**A small window of the routed layout**

Region (243, 243) to (283, 283) um. Cells in grey, sequential cells in the stronger grey; small squares are vias.
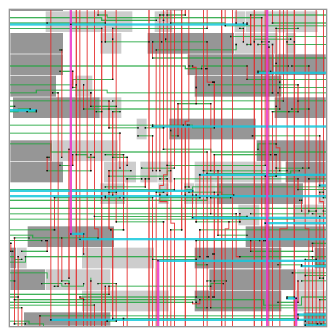
**Clock wiring as the flow saved it**

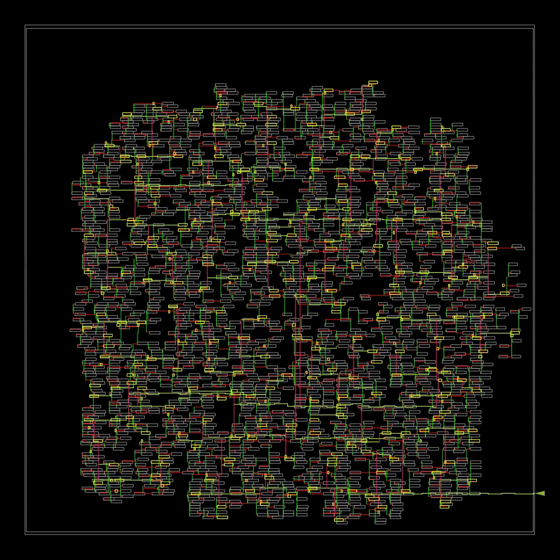
### config.mk
export PLATFORM = sky130hd
export DESIGN_NAME = sync_fifo_wl
export DESIGN_NICKNAME = d
export VERILOG_FILES = /design/src/rtl/fifo_pkg.sv /design/src/rtl/sync_fifo_ram.sv /design/src/rtl/sync_fifo_wl.sv
export SDC_FILE = /design/constraint.sdc
export NUM_CORES = 2
export LEC_CHECK = 0
export ABC_CLOCK_PERIOD_IN_PS = 9500
export CAP_MARGIN = 20
export CORE_UTILIZATION = 30
export CTS_CLUSTER_SIZE = 30
export DETAILED_ROUTE_END_ITERATION = 8
export PLACE_DENSITY = 0.47
export RECOVER_POWER = 100
export SLEW_MARGIN = 20
export SYNTH_ARGS = -nofsm -noshare
export SYNTH_HDL_FRONTEND = slang
export SYNTH_SLANG_ARGS = --single-unit
export TNS_END_PERCENT = 1
### constraint.sdc
create_clock -name sys_clk -period 9.5 [get_ports sys_clk]
set_clock_uncertainty 0.2 [all_clocks]
set_input_delay 2.85 -clock sys_clk [delete_from_list [all_inputs] [get_ports sys_clk]]
set_output_delay 2.85 -clock sys_clk [all_outputs]
set_load 0.02 [all_outputs]
### src/rtl/fifo_pkg.sv
// Shared defaults and helpers for the water-level FIFO slice.
package fifo_pkg;

    localparam int unsigned DATA_W_DEF = 8;
    localparam int unsigned ADDR_W_DEF = 8;
    localparam int unsigned DEPTH_DEF  = 1 << ADDR_W_DEF;

    // Levels need one extra bit so a completely full FIFO is representable.
    typedef logic [ADDR_W_DEF:0] level_t;

    function automatic int unsigned fifo_depth(input int unsigned addr_w);
        return 1 << addr_w;
    endfunction

endpackage

### src/rtl/sync_fifo_ram.sv
// Simple dual-port storage: one write port, one registered read port.
module sync_fifo_ram
    import fifo_pkg::*;
#(
    parameter int unsigned DATA_W = DATA_W_DEF,
    parameter int unsigned ADDR_W = ADDR_W_DEF
) (
    input  logic              sys_clk,
    input  logic              rst_n,
    input  logic              we_i,
    input  logic [ADDR_W-1:0] waddr_i,
    input  logic [DATA_W-1:0] wdata_i,
    input  logic              re_i,
    input  logic [ADDR_W-1:0] raddr_i,
    output logic [DATA_W-1:0] rdata_o
);

    localparam int unsigned DEPTH = fifo_depth(ADDR_W);

    logic [DATA_W-1:0] mem_q [DEPTH];
    logic [DATA_W-1:0] rdata_q;

    // Write port; the array carries no reset so it maps onto block RAM.
    always_ff @(posedge sys_clk) begin
        if (we_i) begin
            mem_q[waddr_i] <= wdata_i;
        end
    end

    // Registered read port; output register resets to zero and holds between reads.
    always_ff @(posedge sys_clk or negedge rst_n) begin
        if (!rst_n) begin
            rdata_q <= '0;
        end else if (re_i) begin
            rdata_q <= mem_q[raddr_i];
        end
    end

    assign rdata_o = rdata_q;

endmodule

### src/rtl/sync_fifo_wl.sv
// Single-clock FIFO with pessimistic write-side and read-side water levels.
module sync_fifo_wl
    import fifo_pkg::*;
#(
    parameter int unsigned DATA_W   = DATA_W_DEF,
    parameter int unsigned ADDR_W   = ADDR_W_DEF,
    parameter int unsigned AF_LEVEL = 240,
    parameter int unsigned AE_LEVEL = 16
) (
    input  logic              sys_clk,
    input  logic              rst_n,
    input  logic              wr_en,
    input  logic [DATA_W-1:0] wr_data,
    input  logic              rd_en,
    output logic [DATA_W-1:0] rd_data,
    output logic              full,
    output logic              empty,
    output logic              almost_full,
    output logic              almost_empty,
    output logic [ADDR_W:0]   wr_water_level,
    output logic [ADDR_W:0]   rd_water_level,
    output logic              overflow,
    output logic              underflow
);

    localparam int unsigned DEPTH = fifo_depth(ADDR_W);

    typedef logic [ADDR_W:0] lvl_t;
    localparam lvl_t DEPTH_LVL = lvl_t'(DEPTH);

    logic [ADDR_W-1:0] wr_ptr_q, wr_ptr_d;
    logic [ADDR_W-1:0] rd_ptr_q, rd_ptr_d;
    lvl_t              wr_lvl_q, wr_lvl_d;
    lvl_t              rd_lvl_q, rd_lvl_d;
    logic              wr_acc_q, rd_acc_q;
    logic              ovf_q, unf_q;
    logic              wr_acc, rd_acc;

    assign full         = (wr_lvl_q == DEPTH_LVL);
    assign empty        = (rd_lvl_q == '0);
    assign almost_full  = (wr_lvl_q >= lvl_t'(AF_LEVEL));
    assign almost_empty = (rd_lvl_q <= lvl_t'(AE_LEVEL));

    assign wr_acc = wr_en & ~full;
    assign rd_acc = rd_en & ~empty;

    assign wr_water_level = wr_lvl_q;
    assign rd_water_level = rd_lvl_q;
    assign overflow       = ovf_q;
    assign underflow      = unf_q;

    // Pointer advance and level update; each side sees the other side's
    // accept one cycle late, which keeps both levels on the safe side.
    always_comb begin
        wr_ptr_d = wr_ptr_q;
        rd_ptr_d = rd_ptr_q;
        if (wr_acc) begin
            wr_ptr_d = wr_ptr_q + 1'b1;
        end
        if (rd_acc) begin
            rd_ptr_d = rd_ptr_q + 1'b1;
        end
        wr_lvl_d = wr_lvl_q + lvl_t'(wr_acc)   - lvl_t'(rd_acc_q);
        rd_lvl_d = rd_lvl_q + lvl_t'(wr_acc_q) - lvl_t'(rd_acc);
    end

    // Pointer, level, delayed-accept and error-pulse registers.
    always_ff @(posedge sys_clk or negedge rst_n) begin
        if (!rst_n) begin
            wr_ptr_q <= '0;
            rd_ptr_q <= '0;
            wr_lvl_q <= '0;
            rd_lvl_q <= '0;
            wr_acc_q <= 1'b0;
            rd_acc_q <= 1'b0;
            ovf_q    <= 1'b0;
            unf_q    <= 1'b0;
        end else begin
            wr_ptr_q <= wr_ptr_d;
            rd_ptr_q <= rd_ptr_d;
            wr_lvl_q <= wr_lvl_d;
            rd_lvl_q <= rd_lvl_d;
            wr_acc_q <= wr_acc;
            rd_acc_q <= rd_acc;
            ovf_q    <= wr_en & full;
            unf_q    <= rd_en & empty;
        end
    end

    sync_fifo_ram #(
        .DATA_W (DATA_W),
        .ADDR_W (ADDR_W)
    ) u_ram (
        .sys_clk (sys_clk),
        .rst_n   (rst_n),
        .we_i    (wr_acc),
        .waddr_i (wr_ptr_q),
        .wdata_i (wr_data),
        .re_i    (rd_acc),
        .raddr_i (rd_ptr_q),
        .rdata_o (rd_data)
    );

    // Level arithmetic must never wrap in either direction.
    a_wr_lvl_max: assert property (@(posedge sys_clk) disable iff (!rst_n)
        wr_lvl_q <= DEPTH_LVL);
    a_lvl_order: assert property (@(posedge sys_clk) disable iff (!rst_n)
        rd_lvl_q <= wr_lvl_q);
    a_wr_lvl_under: assert property (@(posedge sys_clk) disable iff (!rst_n)
        !(rd_acc_q && !wr_acc && wr_lvl_q == '0));
    a_rd_lvl_over: assert property (@(posedge sys_clk) disable iff (!rst_n)
        !(wr_acc_q && !rd_acc && rd_lvl_q == DEPTH_LVL));

endmodule

==> GITHUB_STEP_SUMMARY <==
## Synthesis and layout report

| Metric | Value |
|---|---|
| Synthesized area per cell | `21.1 sq um` |
| Layout area overhead | `14.2%` |
| Chip area | `276000 sq um` |
| Tcrit/Tclk final | `0.807` |
| Most Crowded Layer GR | `met2` |
| Worst Setup SP | `wr_data[0]` |
| Clock share of power | `0.322` |
| R2r endpoint | `u_ram.rdata_o[3]` |
| Post-synth regs | `2094` |
| TritonCTS Buffers | `220` |
| Sw Ratio | `0.323` |
| Mapped Cells | `3902` |
| Total power | `27.5 mW` |
| Top-Level Pins | `44` |
| Filler cells | `25049` |
| Area leader, netlist | `edfxtp_1` |
| Final core occ | `0.346` |
| # Cells Yosys | `3902` |
| Initial Util | `0.303` |
| CP endpoint kind | `flop` |
| Hpwl dp | `146 mm` |
| Crit path capture | `u_ram.mem_q[82][0]` |
| Max cap viols | `34` |
| Total track usage | `0.176` |
| HP Start | `wr_water_level[0]` |
| Failing checks | `capacitance limit, slew limit` |
| Final setup viols | `0` |
| CP Max Fanout | `96` |
| Register area | `62700 sq um` |
| DRC violations left | `0` |
| RSZ-0062 raised after global routing | `false` |
| Clock sinks | `2094` |
| Final Slew Violations | `1462` |
| Final Non-Filler Cells | `7787` |
| Max VDD drop | `262 uV` |
| OpenROAD warnings | `49` |
| Outcome | `finished with violations` |
| Antenna violations before repair | `16` |
| Longest Clk Path Bufs | `3` |
| Top comb family, area | `multiplexers` |
| Vias per inst | `5.18` |
| Core box area | `272000 sq um` |
Back to the opening pictures, 'a small window of the routed layout':
[met2] red
[met4] magenta
[met3] cyan
[met1] green
most frequent: edfxtp_1 (19), nor2_1 (4)
cells with their middle in the window: 45
sequential cells in the window: 19
netlist names of flops here include: u_ram.mem_q (19)

Back to the opening pictures, 'clock wiring as the flow saved it':
Clock Buffer Count: 256
P_clk: 8.86 mW

-- worst min-delay path by stage --
stage | end | slack (ns) | cells after the start
after global placement | wr_ptr_q[3] | 0.34 | 1
after global routing | wr_ptr_q[3] | 0.39 | 1
after floorplan | rd_ptr_q[7] | 0.29 | 1
after CTS | wr_ptr_q[3] | 0.36 | 1
after detailed placement | wr_ptr_q[3] | 0.35 | 1
final | wr_water_level[0] | 0.35 | 1
-- placed cells by master, fill, tap and decap left out, drive strengths merged, types with 11 or more instances in the layout --
cell,instances
mux2,17
nor2b,20
mux2i,174
buf,63
ha,35
inv,44
nor3,11
mux4,500
o22ai,23
nand3,31
o21ai,40
dlygate4sd3,34
a21oi,69
a221oi,24
edfxtp,2048
nand2,91
nor2,311
o221ai,14
nand2b,12
xnor2,18
clkinv,106
bufinv,33
a22oi,27
dfrtp,46
a211oi,19
clkbuf,287
-- power by group through the flow --
stage / clock network (mW) / registers (mW) / logic [mW]
after global routing: 9.32 / 10.6 / 8.46
after CTS: 9.01 / 10.6 / 8.18
after floorplan: 0 / 10.6 / 5.12
after detailed placement: 0 / 10.8 / 8.16
after global placement: 0 / 10.8 / 8.20
final: 8.86 / 10.6 / 8.06
-- worst register-to-register path, cell delays in order, from the launching register on --
cell and delay (ns):
dfrtp_4 0.82, clkbuf_2 2.57, clkbuf_2 1.29, mux4_2 0.67
mux2i_1 0.37, o221ai_1 0.17, a211oi_1 0.67, nor2_1 0.08
o21ai_0 0.19, o311ai_1 0.17
-- cell families (layout without fill, tap and decap cells) --
| family | Yosys count | after routing |
|---|---|---|
| flops | 2094 | 2094 |
| mux | 691 | 691 |
| simple gates | 509 | 509 |
| compound gates | 282 | 282 |
| buf+inv | 261 | 575 |
| fa+ha+maj | 37 | 37 |
| xor+xnor | 28 | 28 |
| other cells | 0 | 1 |
-- cell type report --
cell class / count / area share
Antenna cell: 1 / 0.0000266
Clock buffer: 256 / 0.0603
Clock inverter: 155 / 0.0186
Inverter: 36 / 0.00146
Multi-Input combinational cell: 1547 / 0.193
Sequential cell: 2094 / 0.667
Tap cell: 3570 / 0.0475
Timing Repair Buffer: 128 / 0.0116
-- sequential cells by signal, summed over array words and instances (netlist names) --
register / count
u_ram.mem_q: 2048
rd_acc_q: 1
u_ram.rdata_o: 8
overflow: 1
rd_ptr_q: 8
underflow: 1
rd_water_level: 9
wr_ptr_q: 8
wr_water_level: 9
wr_acc_q: 1
-- metal layers --
metal / share of wire / vias up
met2: 0.47 / 1672
met4: 0.021 / 8
met3: 0.077 / 289
met1: 0.43 / 21919
met5: 0.00021 / -
li1: - / 16458
No activity file was given, so power comes from the tool's default toggle rates.
